File: src/rtl/v_seq_dispatch_if.sv
// Handshake and status bundle between the dispatch table and its environment.
// master drives instructions and completion events; slave is the dispatch table.
interface v_seq_dispatch_if #(
    parameter int OP_BITS  = 6,
    parameter int TAG_BITS = 3
);
    logic                in_valid;
    logic [OP_BITS-1:0]  in_op;
    logic                in_ready;

    logic                iss_valid;
    logic [OP_BITS-1:0]  iss_op;
    logic [TAG_BITS-1:0] iss_tag;
    logic                iss_ready;

    logic                rd_done;
    logic [TAG_BITS-1:0] rd_tag;
    logic                ex_done;
    logic [TAG_BITS-1:0] ex_tag;
    logic                wb_done;
    logic [TAG_BITS-1:0] wb_tag;

    logic                ret_valid;
    logic [OP_BITS-1:0]  ret_op;
    logic [TAG_BITS-1:0] ret_tag;

    logic [TAG_BITS:0]   count;
    logic                empty;
    logic                full;
    logic                err;

    modport master (
        output in_valid, in_op, iss_ready,
        output rd_done, rd_tag, ex_done, ex_tag, wb_done, wb_tag,
        input  in_ready, iss_valid, iss_op, iss_tag,
        input  ret_valid, ret_op, ret_tag, count, empty, full, err
    );

    modport slave (
        input  in_valid, in_op, iss_ready,
        input  rd_done, rd_tag, ex_done, ex_tag, wb_done, wb_tag,
        output in_ready, iss_valid, iss_op, iss_tag,
        output ret_valid, ret_op, ret_tag, count, empty, full, err
    );
endinterface

File: src/rtl/v_seq_dispatch.sv
// In-order issue / out-of-order completion / in-order retire instruction table.
// Each slot tracks one instruction through IS -> RO -> EX -> WB -> DN -> FREE.
module v_seq_dispatch #(
    parameter int OP_BITS     = 6,
    parameter int NO_OF_SLOTS = 8,
    parameter int TAG_BITS    = 3
) (
    input  logic            clk,
    input  logic            nrst,
    v_seq_dispatch_if.slave bus
);

    typedef enum logic [2:0] {
        ST_IS   = 3'b000,
        ST_RO   = 3'b001,
        ST_EX   = 3'b010,
        ST_WB   = 3'b011,
        ST_DN   = 3'b100,
        ST_FREE = 3'b111
    } stage_e;

    localparam logic [TAG_BITS:0]   FULL_CNT = (TAG_BITS+1)'(NO_OF_SLOTS);
    localparam logic [TAG_BITS:0]   CNT_ONE  = (TAG_BITS+1)'(1);
    localparam logic [TAG_BITS-1:0] TAG_ONE  = TAG_BITS'(1);

    stage_e              stage_q [NO_OF_SLOTS];
    logic [OP_BITS-1:0]  op_q    [NO_OF_SLOTS];
    logic [TAG_BITS-1:0] head_q;
    logic [TAG_BITS-1:0] iss_q;
    logic [TAG_BITS-1:0] tail_q;
    logic [TAG_BITS:0]   count_q;
    logic                err_q;
    logic                ret_valid_q;
    logic [OP_BITS-1:0]  ret_op_q;
    logic [TAG_BITS-1:0] ret_tag_q;

    logic is_full;
    logic push;
    logic issue;
    logic retire;
    logic rd_ok;
    logic ex_ok;
    logic wb_ok;
    logic proto_err;

    // All decisions look at the table as it stood before the edge, so push, issue,
    // retire and the three done events can act together on distinct slots.
    always_comb begin
        is_full   = (count_q == FULL_CNT);
        push      = bus.in_valid && !is_full;
        issue     = bus.iss_ready && (stage_q[iss_q] == ST_IS);
        retire    = (stage_q[head_q] == ST_DN);
        rd_ok     = (stage_q[bus.rd_tag] == ST_RO);
        ex_ok     = (stage_q[bus.ex_tag] == ST_EX);
        wb_ok     = (stage_q[bus.wb_tag] == ST_WB);
        proto_err = (bus.rd_done && !rd_ok) ||
                    (bus.ex_done && !ex_ok) ||
                    (bus.wb_done && !wb_ok);
    end

    // Slot stages, pointers and occupancy.
    always_ff @(posedge clk) begin
        if (nrst) begin
            for (int i = 0; i < NO_OF_SLOTS; i++) begin
                stage_q[i] <= ST_FREE;
            end
            head_q  <= '0;
            iss_q   <= '0;
            tail_q  <= '0;
            count_q <= '0;
            err_q   <= 1'b0;
        end else begin
            if (push) begin
                stage_q[tail_q] <= ST_IS;
                tail_q          <= tail_q + TAG_ONE;
            end
            if (issue) begin
                stage_q[iss_q] <= ST_RO;
                iss_q          <= iss_q + TAG_ONE;
            end
            if (bus.rd_done && rd_ok) begin
                stage_q[bus.rd_tag] <= ST_EX;
            end
            if (bus.ex_done && ex_ok) begin
                stage_q[bus.ex_tag] <= ST_WB;
            end
            if (bus.wb_done && wb_ok) begin
                stage_q[bus.wb_tag] <= ST_DN;
            end
            if (retire) begin
                stage_q[head_q] <= ST_FREE;
                head_q          <= head_q + TAG_ONE;
            end
            case ({push, retire})
                2'b10:   count_q <= count_q + CNT_ONE;
                2'b01:   count_q <= count_q - CNT_ONE;
                default: count_q <= count_q;
            endcase
            if (proto_err) begin
                err_q <= 1'b1;
            end
        end
    end

    // Opcode storage needs no reset; a slot's opcode is only read while it is live.
    always_ff @(posedge clk) begin
        if (!nrst && push) begin
            op_q[tail_q] <= bus.in_op;
        end
    end

    // Retire pulse is registered so it appears in the cycle after the head frees.
    always_ff @(posedge clk) begin
        if (nrst) begin
            ret_valid_q <= 1'b0;
            ret_op_q    <= '0;
            ret_tag_q   <= '0;
        end else begin
            ret_valid_q <= retire;
            ret_op_q    <= op_q[head_q];
            ret_tag_q   <= head_q;
        end
    end

    assign bus.in_ready  = !is_full;
    assign bus.iss_valid = (stage_q[iss_q] == ST_IS);
    assign bus.iss_op    = op_q[iss_q];
    assign bus.iss_tag   = iss_q;
    assign bus.ret_valid = ret_valid_q;
    assign bus.ret_op    = ret_op_q;
    assign bus.ret_tag   = ret_tag_q;
    assign bus.count     = count_q;
    assign bus.empty     = (count_q == '0);
    assign bus.full      = is_full;
    assign bus.err       = err_q;

endmodule

File: src/flat_wrapper.sv
// flat-port wrapper written by rule: the top's interface ports become plain ports
module v_seq_dispatch_flat 
#(
    parameter int OP_BITS     = 6,
    parameter int NO_OF_SLOTS = 8,
    parameter int TAG_BITS    = 3
)
  (clk, nrst, bus_in_valid, bus_in_op, bus_iss_ready, bus_rd_done, bus_rd_tag, bus_ex_done, bus_ex_tag, bus_wb_done, bus_wb_tag, bus_in_ready, bus_iss_valid, bus_iss_op, bus_iss_tag, bus_ret_valid, bus_ret_op, bus_ret_tag, bus_count, bus_empty, bus_full, bus_err);
  v_seq_dispatch_if #(.OP_BITS(OP_BITS), .TAG_BITS(TAG_BITS)) bus_i ();
  input  logic clk;
  input  logic nrst;
  input wire logic [$bits(bus_i.in_valid)-1:0] bus_in_valid;
  input wire logic [$bits(bus_i.in_op)-1:0] bus_in_op;
  input wire logic [$bits(bus_i.iss_ready)-1:0] bus_iss_ready;
  input wire logic [$bits(bus_i.rd_done)-1:0] bus_rd_done;
  input wire logic [$bits(bus_i.rd_tag)-1:0] bus_rd_tag;
  input wire logic [$bits(bus_i.ex_done)-1:0] bus_ex_done;
  input wire logic [$bits(bus_i.ex_tag)-1:0] bus_ex_tag;
  input wire logic [$bits(bus_i.wb_done)-1:0] bus_wb_done;
  input wire logic [$bits(bus_i.wb_tag)-1:0] bus_wb_tag;
  output wire logic [$bits(bus_i.in_ready)-1:0] bus_in_ready;
  output wire logic [$bits(bus_i.iss_valid)-1:0] bus_iss_valid;
  output wire logic [$bits(bus_i.iss_op)-1:0] bus_iss_op;
  output wire logic [$bits(bus_i.iss_tag)-1:0] bus_iss_tag;
  output wire logic [$bits(bus_i.ret_valid)-1:0] bus_ret_valid;
  output wire logic [$bits(bus_i.ret_op)-1:0] bus_ret_op;
  output wire logic [$bits(bus_i.ret_tag)-1:0] bus_ret_tag;
  output wire logic [$bits(bus_i.count)-1:0] bus_count;
  output wire logic [$bits(bus_i.empty)-1:0] bus_empty;
  output wire logic [$bits(bus_i.full)-1:0] bus_full;
  output wire logic [$bits(bus_i.err)-1:0] bus_err;
  assign bus_i.in_valid = bus_in_valid;
  assign bus_i.in_op = bus_in_op;
  assign bus_i.iss_ready = bus_iss_ready;
  assign bus_i.rd_done = bus_rd_done;
  assign bus_i.rd_tag = bus_rd_tag;
  assign bus_i.ex_done = bus_ex_done;
  assign bus_i.ex_tag = bus_ex_tag;
  assign bus_i.wb_done = bus_wb_done;
  assign bus_i.wb_tag = bus_wb_tag;
  assign bus_in_ready = bus_i.in_ready;
  assign bus_iss_valid = bus_i.iss_valid;
  assign bus_iss_op = bus_i.iss_op;
  assign bus_iss_tag = bus_i.iss_tag;
  assign bus_ret_valid = bus_i.ret_valid;
  assign bus_ret_op = bus_i.ret_op;
  assign bus_ret_tag = bus_i.ret_tag;
  assign bus_count = bus_i.count;
  assign bus_empty = bus_i.empty;
  assign bus_full = bus_i.full;
  assign bus_err = bus_i.err;
  v_seq_dispatch #(.OP_BITS(OP_BITS), .NO_OF_SLOTS(NO_OF_SLOTS), .TAG_BITS(TAG_BITS)) u_core (.clk(clk), .nrst(nrst), .bus(bus_i));
endmodule
File: config.mk
export PLATFORM = sky130hd
export DESIGN_NAME = v_seq_dispatch_flat
export DESIGN_NICKNAME = d
export VERILOG_FILES = /design/src/rtl/v_seq_dispatch_if.sv /design/src/rtl/v_seq_dispatch.sv /design/src/flat_wrapper.sv
export SDC_FILE = /design/constraint.sdc
export NUM_CORES = 1
export LEC_CHECK = 0
export CAP_MARGIN = 10
export CORE_ASPECT_RATIO = 0.5
export CORE_UTILIZATION = 60
export CTS_CLUSTER_DIAMETER = 150
export DETAILED_ROUTE_END_ITERATION = 8
export GPL_ROUTABILITY_DRIVEN = 0
export HOLD_SLACK_MARGIN = 0.15
export PLACE_DENSITY_LB_ADDON = 0.15
export SLEW_MARGIN = 20
export SYNTH_ARGS = -nofsm -noshare
export SYNTH_HDL_FRONTEND = slang
export SYNTH_SLANG_ARGS = --single-unit
File: constraint.sdc
create_clock -name clk -period 4.9 [get_ports clk]
set_input_delay 1.47 -clock clk [delete_from_list [all_inputs] [get_ports clk]]
set_output_delay 1.47 -clock clk [all_outputs]
set_load 0.01 [all_outputs]
==> flow_summary.toml, run 1 <==
# synthesis and place-and-route metrics
[final_timing]
maxSlewViolCount = 0
setup_violation_total_in_the_final_timing_report = 0
finalCriticalPeriod_ns = 4.07

[yosys]
synth-compound-area-share_pct = 15.9
ff_type = "sky130_fd_sc_hd__dfxtp_1"
synth_seq_share_pct = 43.6
synth_async_sr_flop_share_pct = 0
yosys.area_share.adder_pct = 1.64
synth_cell_type_count = 81
mappedNetlistNets = 594
netlist_top_cells_area = "sky130_fd_sc_hd__edfxtp_1, sky130_fd_sc_hd__dfxtp_1, sky130_fd_sc_hd__mux4_2"
netlist_area_um2 = 5790

[placement]
post_detailed_placement_cell_area_um2 = 6330
buffer_ports.inserted = 49

[routing]
total_iterations_of_the_first_detailed_routing_run = 5
detail_route.wirelength.met1_um = 6690
detailroute.via_count = 4997

[final_layout]
fill_cells = 689
layout-area-overhead-vs-synth_pct = 14.2

[grt]
gr-usage-met3_pct = 9.22

[floorplanning]
ioPinCount = 50

[job]
drv_cap = 0

[clocking]
clock_sinks = 102
htreeDepth = 3

[critical_path]
critical_path_buf_inv_count = 1
worst_path_dominant_cell_family = "flip-flops"
worstSetupEndpointType = "output pin"
cp_slowest_cell = "sky130_fd_sc_hd__dfxtp_1"

[status]
run_status = "finished clean"

[pwr]
power.internal_uw = 1370
==> run 1: cell usage after synthesis, types with 7 or more instances <==
master / count
sky130_fd_sc_hd__dfxtp_1: 54
sky130_fd_sc_hd__nor2_1: 49
sky130_fd_sc_hd__edfxtp_1: 48
sky130_fd_sc_hd__nand2_1: 43
sky130_fd_sc_hd__a21oi_1: 23
sky130_fd_sc_hd__nand3_1: 20
sky130_fd_sc_hd__inv_1: 19
sky130_fd_sc_hd__nor3_1: 18
sky130_fd_sc_hd__a31oi_1: 17
sky130_fd_sc_hd__mux2_2: 17
sky130_fd_sc_hd__mux4_2: 16
sky130_fd_sc_hd__o21ai_0: 16
sky130_fd_sc_hd__buf_2: 14
sky130_fd_sc_hd__clkbuf_1: 14
sky130_fd_sc_hd__mux2i_1: 14
sky130_fd_sc_hd__nor2b_1: 13
sky130_fd_sc_hd__nor4_1: 8
sky130_fd_sc_hd__a221oi_1: 7
sky130_fd_sc_hd__nand2b_1: 7
sky130_fd_sc_hd__xor2_1: 7
==> run 1: kinds of logic after synthesis <==
kind of cell	Yosys count
and+or+nand+nor	212
muxes	49
adders and majority gates	7
buffers and inverters	56
xor gates and xnor gates	9
AOI/OAI and AO/OA	130
DFF	102
==> run 1: registers in the layout, summed over array words and instances, names as in the netlist, named ones only <==
register and cells:
u_core.stage_q 24, u_core.tail_q 3, u_core.bus.ret_valid 1, u_core.bus.count 4
u_core.bus.ret_tag 3, u_core.head_q 3, u_core.bus.ret_op 6, u_core.bus.iss_tag 3
u_core.bus.err 1, u_core.op_q 48
==> run 1: through the flow <==
step           std cells  total power, uW
2_1_floorplan        565             1100
3_3_place_gp         719             1180
3_5_place_dp         719             1190
4_1_cts              735             1850
5_1_grt              735             1910
6_report             735             1850
==> run 1: placed cells by master (no fill, tap or decap), drive strengths merged, types with 20 or more instances in the layout <==
cell type,synthesis,layout
inv,19,21
edfxtp,48,48
nor3,20,20
a21oi,23,23
clkdlybuf4s50,0,48
dfxtp,54,54
nand3,20,20
o21ai,20,20
nand2,44,44
nor2,49,49
==> run 1: area by class of cell <==
class | count | area (um2) | share of cell area, %
multi-input cells | 407 | 3000 | 45.4
clock buffers | 11 | 233 | 3.52
inverters | 19 | 71.3 | 1.08
well taps | 130 | 163 | 2.46
repair buffers | 61 | 576 | 8.71
flip-flops and latches | 102 | 2520 | 38.2
clock inverters | 5 | 41.3 | 0.625
==> run 1: worst paths after layout <==
kind	start	end	slack (ns)	cells past startpoint
max reg2reg	u_core.stage_q[1][1]	u_core.bus.count[3]	1.63	12
max	flop	bus_iss_valid	0.83	5
min	u_core.bus.count[3]	u_core.bus.count[3]	0.54	2
min reg2reg	u_core.bus.count[3]	u_core.bus.count[3]	0.54	2
==> run 1: power groups by stage <==
stage / sequential [uW] / clock, uW / combinational, uW
after floorplan: 959 / 0 / 142
after global placement: 967 / 0 / 218
after detailed placement: 968 / 0 / 224
after CTS: 949 / 673 / 226
after global routing: 953 / 706 / 248
final: 951 / 667 / 228
==> run_1/power_grid.png <==
Bar = 50 um. Pins as bars on the die edge.
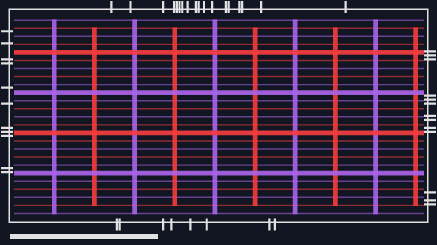
VDD: drawn in red. VSS: drawn in purple.
10 straps on met4. 25 met1 rails follow the rows. 50 signal pins sit on the boundary.
total core area: 9040 um2
die x size: 141 um
Worst IR Drop VDD: 0.305 mV
vertical extent of the die: 71.4 um

==> run_1/placement_by_type.png <==
Fill, decap, tap and diode cells in gray.
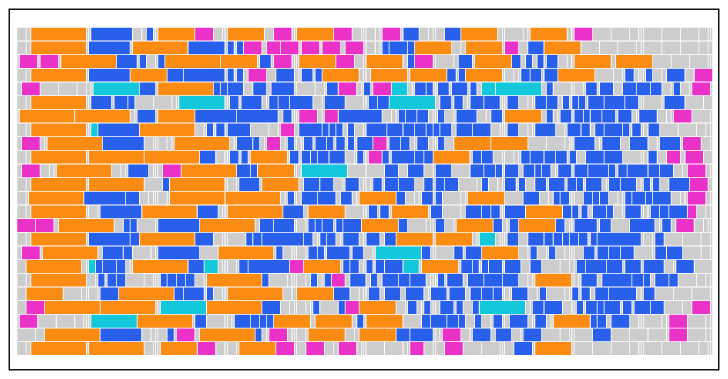
clock drivers and dummy loads: drawn in cyan, cells 16, share of their area 4.3%. combinational and other logic: drawn in blue, cells 426, share of their area 48%. remaining buffers and delay cells: drawn in magenta, cells 61, share of their area 8.9%. sequential cells: drawn in orange, cells 102, share of their area 39%.
share of the final layout cell area in sequential cells: 38.2%
cell area after layout: 6610 um2
number of cell rows: 24
final core utilization: 73.1%

==> run_1/clk_routes.png <==
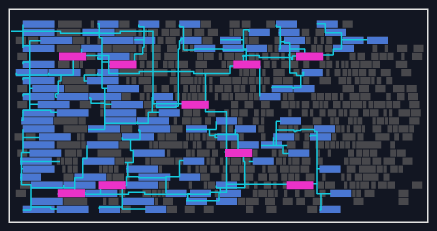
flip-flops: drawn in blue, count 102. clock drivers: drawn in magenta, count 9. clock wires: drawn in cyan, length 1090 um.
Position of the flops: spread over the die.
fraction of power consumed by the clock network: 36.1%
P_clk: 667 uW

==> run_1/wires.png <==
Bar = 50 um. Only two layers are drawn.
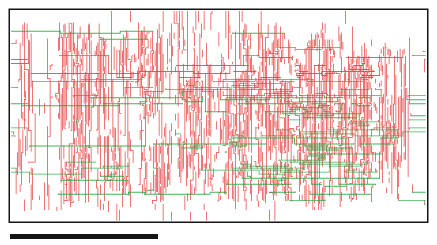

## Run 2: what changed since run 1
- CORE_UTILIZATION: 60 -> 53
- clock period: 4.9 -> 3.57 ns (I/O delays scaled with it)
==> run_2/wires.png <==
Bar = 50 um. Only two layers are drawn.
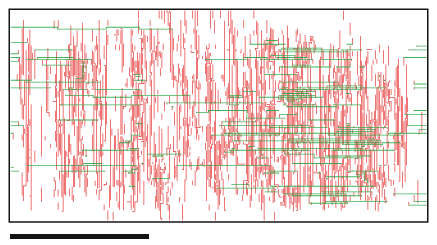
metal 3: drawn in green, wire length 1780 um. metal 2: drawn in red, wire length 7620 um.

==> flow_summary.toml, run 2 <==
# synthesis and place-and-route metrics
[final_layout]
largest_register_ffs = 48
final-instance-count-excl-fill = 780
fill_cells = 853
final_util_pct = 66.3
most-common-layout-cells = "sky130_fd_sc_hd__dfxtp_1, sky130_fd_sc_hd__nor2_1, sky130_fd_sc_hd__clkdlybuf4s50_1, sky130_fd_sc_hd__edfxtp_1, sky130_fd_sc_hd__buf_4"
layout-area-overhead-vs-synth_pct = 19.3
mostFrequentLayoutCell = "sky130_fd_sc_hd__dfxtp_1"

[routing]
detailroute.via_count = 5113
detail_route.wirelength.met1_um = 7370
total_iterations_of_the_first_detailed_routing_run = 7

[floorplanning]
core_um2 = 10400
die_width_um = 150
die_h_um = 75.9
fp-row-count = 26

[critical_path]
worst_path_dominant_cell_family = "buffers and inverters"
worstSetupEndpointType = "output pin"
critical_path_buf_inv_count = 2
cp_slowest_cell = "sky130_fd_sc_hd__clkdlybuf4s50_1"
rr_startpoint = "u_core.stage_q[4][2]"
reg2reg_setup_slack_ns = 0.66

[yosys]
netlist_area_um2 = 5790
synth_seq_share_pct = 43.6
synthMostInstantiatedCell = "sky130_fd_sc_hd__dfxtp_1"
netlist_top_cells_area = "sky130_fd_sc_hd__edfxtp_1, sky130_fd_sc_hd__dfxtp_1, sky130_fd_sc_hd__mux4_2"

[placement]
buffer_ports.inserted = 49
cell_total_after_placement = 764

[min_path]
number_of_cells_traversed_by_the_worst_hold_path = 2
min_from = "u_core.bus.count[3]"
holdPathEnd = "u_core.bus.count[3]"

[pwr]
power.internal_uw = 1900
clock_power_share_pct = 35.2

[status]
run_status = "finished clean"

[job]
drv_cap = 0

[final_timing]
maxSlewViolCount = 0
setup_violation_total_in_the_final_timing_report = 0
finalCriticalPeriod_ns = 3.42

[clocking]
htreeDepth = 3
==> run_2/clocks.png <==
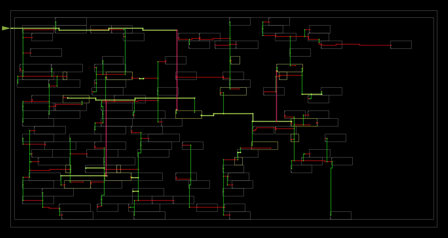
number of clock sinks: 102
number of clock buffers in the layout: 11

-- run 2: worst register-to-register path, delay by kind of cell (launching register included) --
family	cells	cell delay [ns]
and+or+nand+nor	3	0.87
AOI/OAI and AO/OA	5	0.82
DFF	1	0.49
adders and majority gates	2	0.47
buffers and inverters	1	0.12
xor gates and xnor gates	1	0.09
-- run 2: power groups by stage --
stage / sequential [uW] / clock (uW) / combinational (uW)
2_1_floorplan: 1320 / 0 / 196
3_3_place_gp: 1330 / 0 / 333
3_5_place_dp: 1330 / 0 / 338
4_1_cts: 1300 / 914 / 340
5_1_grt: 1310 / 956 / 375
6_report: 1310 / 896 / 344
-- run 2: metrics by stage --
stage | cell area [um2] | power, uW
after floorplan | 5790 | 1510
after global placement | 6640 | 1660
after detailed placement | 6640 | 1670
after CTS | 6910 | 2560
after global routing | 6910 | 2640
final | 6910 | 2550
-- run 2: kinds of logic (layout without fill, tap and decap cells) --
kind of cell	after synthesis	after routing	synth area share (%)
mux	49	49	12.3
compound gates	130	130	15.9
xor+xnor	9	9	1.36
flops	102	102	43.6
buf+inv	56	131	4.52
simple gates	212	212	20.6
fa+ha+maj	7	7	1.64
-- run 2: layer usage --
metal / vias to the layer above / global-route usage [%]
met3: 47 / 6.89
met4: 0 / 13.5
met2: 295 / 52.2
li1: 2304 / -
met5: - / 0
met1: 2467 / 42.1
-- run 2: how the worst max path moves through the flow --
stage                     cells past startpoint          start  slack [ns]                    to
after floorplan                               8  bus_rd_tag[1]        0.66  u_core.stage_q[0][0]
after global placement                        9  bus_wb_tag[1]        0.06  u_core.stage_q[5][2]
after detailed placement                      9  bus_wb_tag[1]       -0.02  u_core.stage_q[5][2]
after CTS                                     6           flop        0.15         bus_iss_valid
after global routing                          5           flop       0.003         bus_iss_valid
final                                         6           flop        0.15         bus_iss_valid
-- run 2: cell type report --
type	count	area, um2	area share (%)
clock buffers	11	233	3.37
repair buffers	96	863	12.5
inverters	19	71.3	1.03
clock inverters	5	36.3	0.525
multi-input cells	407	3000	43.5
well taps	140	175	2.54
flip-flops and latches	102	2520	36.5
==> run_2/power_grid.png <==
Bar = 50 um. Pins as bars on the die edge.
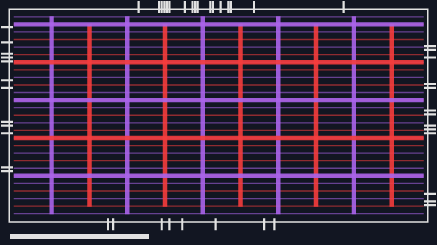

## Run 3: what changed since run 2
- CORE_UTILIZATION: 53 -> 35
==> run_3/power_grid.png <==
Bar = 50 um. Pins as bars on the die edge.
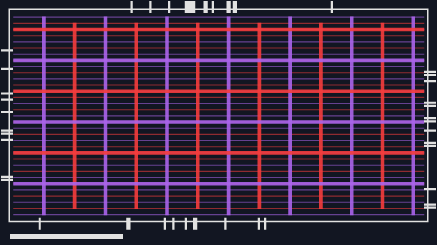
VSS: drawn in purple. VDD: drawn in red.
13 straps on met4. 6 straps on met5. 50 signal pins sit on the boundary.
vertical extent of the die: 92.9 um
total core area: 15800 um2

==> run_3/placement_by_type.png <==
Fill, decap, tap and diode cells in gray.
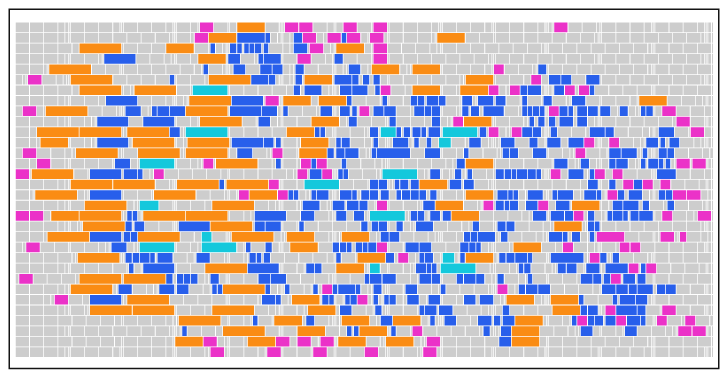
remaining buffers and delay cells: drawn in magenta, cells 105, share of their area 13%. sequential cells: drawn in orange, cells 102, share of their area 37%. clock drivers and dummy loads: drawn in cyan, cells 16, share of their area 4.6%. combinational and other logic: drawn in blue, cells 426, share of their area 45%.
share of the final layout cell area in sequential cells: 35.5%
final core utilization: 45.1%

==> flow_summary.toml, run 3 <==
# synthesis and place-and-route metrics
[final_timing]
setup_violation_total_in_the_final_timing_report = 0
maxSlewViolCount = 0
fmax_ghz = 0.288
finalCriticalPeriod_ns = 3.47

[pwr]
clock_power_share_pct = 38.6
leakage_uw = 0.00248
power.internal_uw = 2010

[placement]
post_detailed_placement_cell_area_um2 = 6790
buffer_ports.inserted = 49

[floorplanning]
fp-row-count = 32
die_width_um = 184
initial_utilization_pct = 36.7

[yosys]
netlist_top_cells_area = "sky130_fd_sc_hd__edfxtp_1, sky130_fd_sc_hd__dfxtp_1, sky130_fd_sc_hd__mux4_2"
synth_seq_share_pct = 43.6
commonest_cells_in_the_netlist = "sky130_fd_sc_hd__dfxtp_1, sky130_fd_sc_hd__nor2_1, sky130_fd_sc_hd__edfxtp_1"
netlist_area_um2 = 5790
synthMostInstantiatedCell = "sky130_fd_sc_hd__dfxtp_1"
netlist.area_leader.share_pct = 24.9

[min_path]
min_from = "u_core.bus.count[3]"
holdPathEnd = "u_core.bus.count[3]"

[routing]
total_iterations_of_the_first_detailed_routing_run = 4
detailroute.via_count = 4960
finalWirelength_um = 18300
routed_wire_length_per_instance_um = 21.0
remaining_drc_errors = 0

[final_layout]
fill_cells = 1529
largest_register_ffs = 48
mostFrequentLayoutCell = "sky130_fd_sc_hd__buf_4"
mi_logic_area_um2 = 3010
layout-area-overhead-vs-synth_pct = 22.9
seqCellArea_um2 = 2520
most-common-layout-cells = "sky130_fd_sc_hd__buf_4, sky130_fd_sc_hd__dfxtp_1, sky130_fd_sc_hd__nor2_1"

[status]
run_status = "finished clean"

[clocking]
htreeDepth = 3
clock_sinks = 102

[job]
drv_cap = 0

[critical_path]
rr_startpoint = "u_core.stage_q[1][1]"
reg2reg_setup_slack_ns = 0.65
==> run 3: cell counts after synthesis <==
Identical to the previous run, type by type.
==> run 3: area by class of cell <==
cell class / instances / area share (%)
sequential: 102 / 35.5
tap: 221 / 3.89
clock inverter: 6 / 1.04
multi-input combinational: 407 / 42.3
timing repair buffer: 105 / 12.9
inverter: 19 / 1.00
clock buffer: 10 / 3.36
==> run 3: metrics by stage <==
stage                     total power [uW]  hold WS, ns  instances
after global placement                1680        0.512        854
after detailed placement              1680        0.521        854
after global routing                  2810        0.575        870
after CTS                             2720        0.532        870
after floorplan                       1510        0.481        565
final                                 2700        0.525        870
==> run 3: metal layers <==
layer | wire length, um | up-vias | global-route usage [%]
met5 | 0 | - | 0
met4 | 527 | 0 | 9.17
met3 | 1260 | 40 | 4.80
met2 | 7920 | 196 | 33.4
met1 | 8590 | 2406 | 30.9
li1 | - | 2318 | -
==> run 3: worst max-delay path, delay by kind of cell (launching register included) <==
kind                   cells  cell delay (ns)
buffers and inverters      2             0.87
AND/OR/NAND/NOR            3             0.76
flip-flops                 1             0.31
AND-OR/OR-AND              1             0.11
==> run 3: logic make-up (layout without fill, tap and decap cells) <==
family / after synthesis / after routing / synth area share (%)
AND/OR/NAND/NOR: 212 / 212 / 20.6
buffers and inverters: 56 / 140 / 4.52
adder cells (fa/ha/maj): 7 / 7 / 1.64
flip-flops: 102 / 102 / 43.6
XOR/XNOR: 9 / 9 / 1.36
multiplexers: 49 / 49 / 12.3
AND-OR/OR-AND: 130 / 130 / 15.9
==> run 3: worst max-delay path by stage <==
| stage | startpoint | cells past startpoint | slack [ns] | end |
|---|---|---|---|---|
| floorplan | bus_rd_tag[1] | 8 | 0.66 | u_core.stage_q[0][0] |
| global placement | bus_rd_tag[1] | 10 | 0.03 | u_core.stage_q[1][0] |
| detailed placement | bus_rd_tag[1] | 9 | 0.03 | u_core.stage_q[0][0] |
| CTS | flop | 6 | 0.1 | bus_iss_valid |
| global route | flop | 6 | 0.04 | bus_iss_valid |
| finish | flop | 6 | 0.1 | bus_iss_valid |
==> run 3: what timing repair did <==
action                                 4_1_cts  5_1_grt
hold buffers                                 0        0
resized                                      1        0
setup endpoints to repair                    1        0
setup buffers                                0        0
endpoints found under the hold margin        0        0
==> run 3: power groups by stage <==
stage / combinational [uW] / clock, uW / sequential (uW)
after floorplan: 196 / 0 / 1320
after global placement: 353 / 0 / 1330
after detailed placement: 353 / 0 / 1330
after CTS: 356 / 1060 / 1300
after global routing: 388 / 1120 / 1310
final: 356 / 1040 / 1300
No activity file was given, so power comes from the tool's default toggle rates.
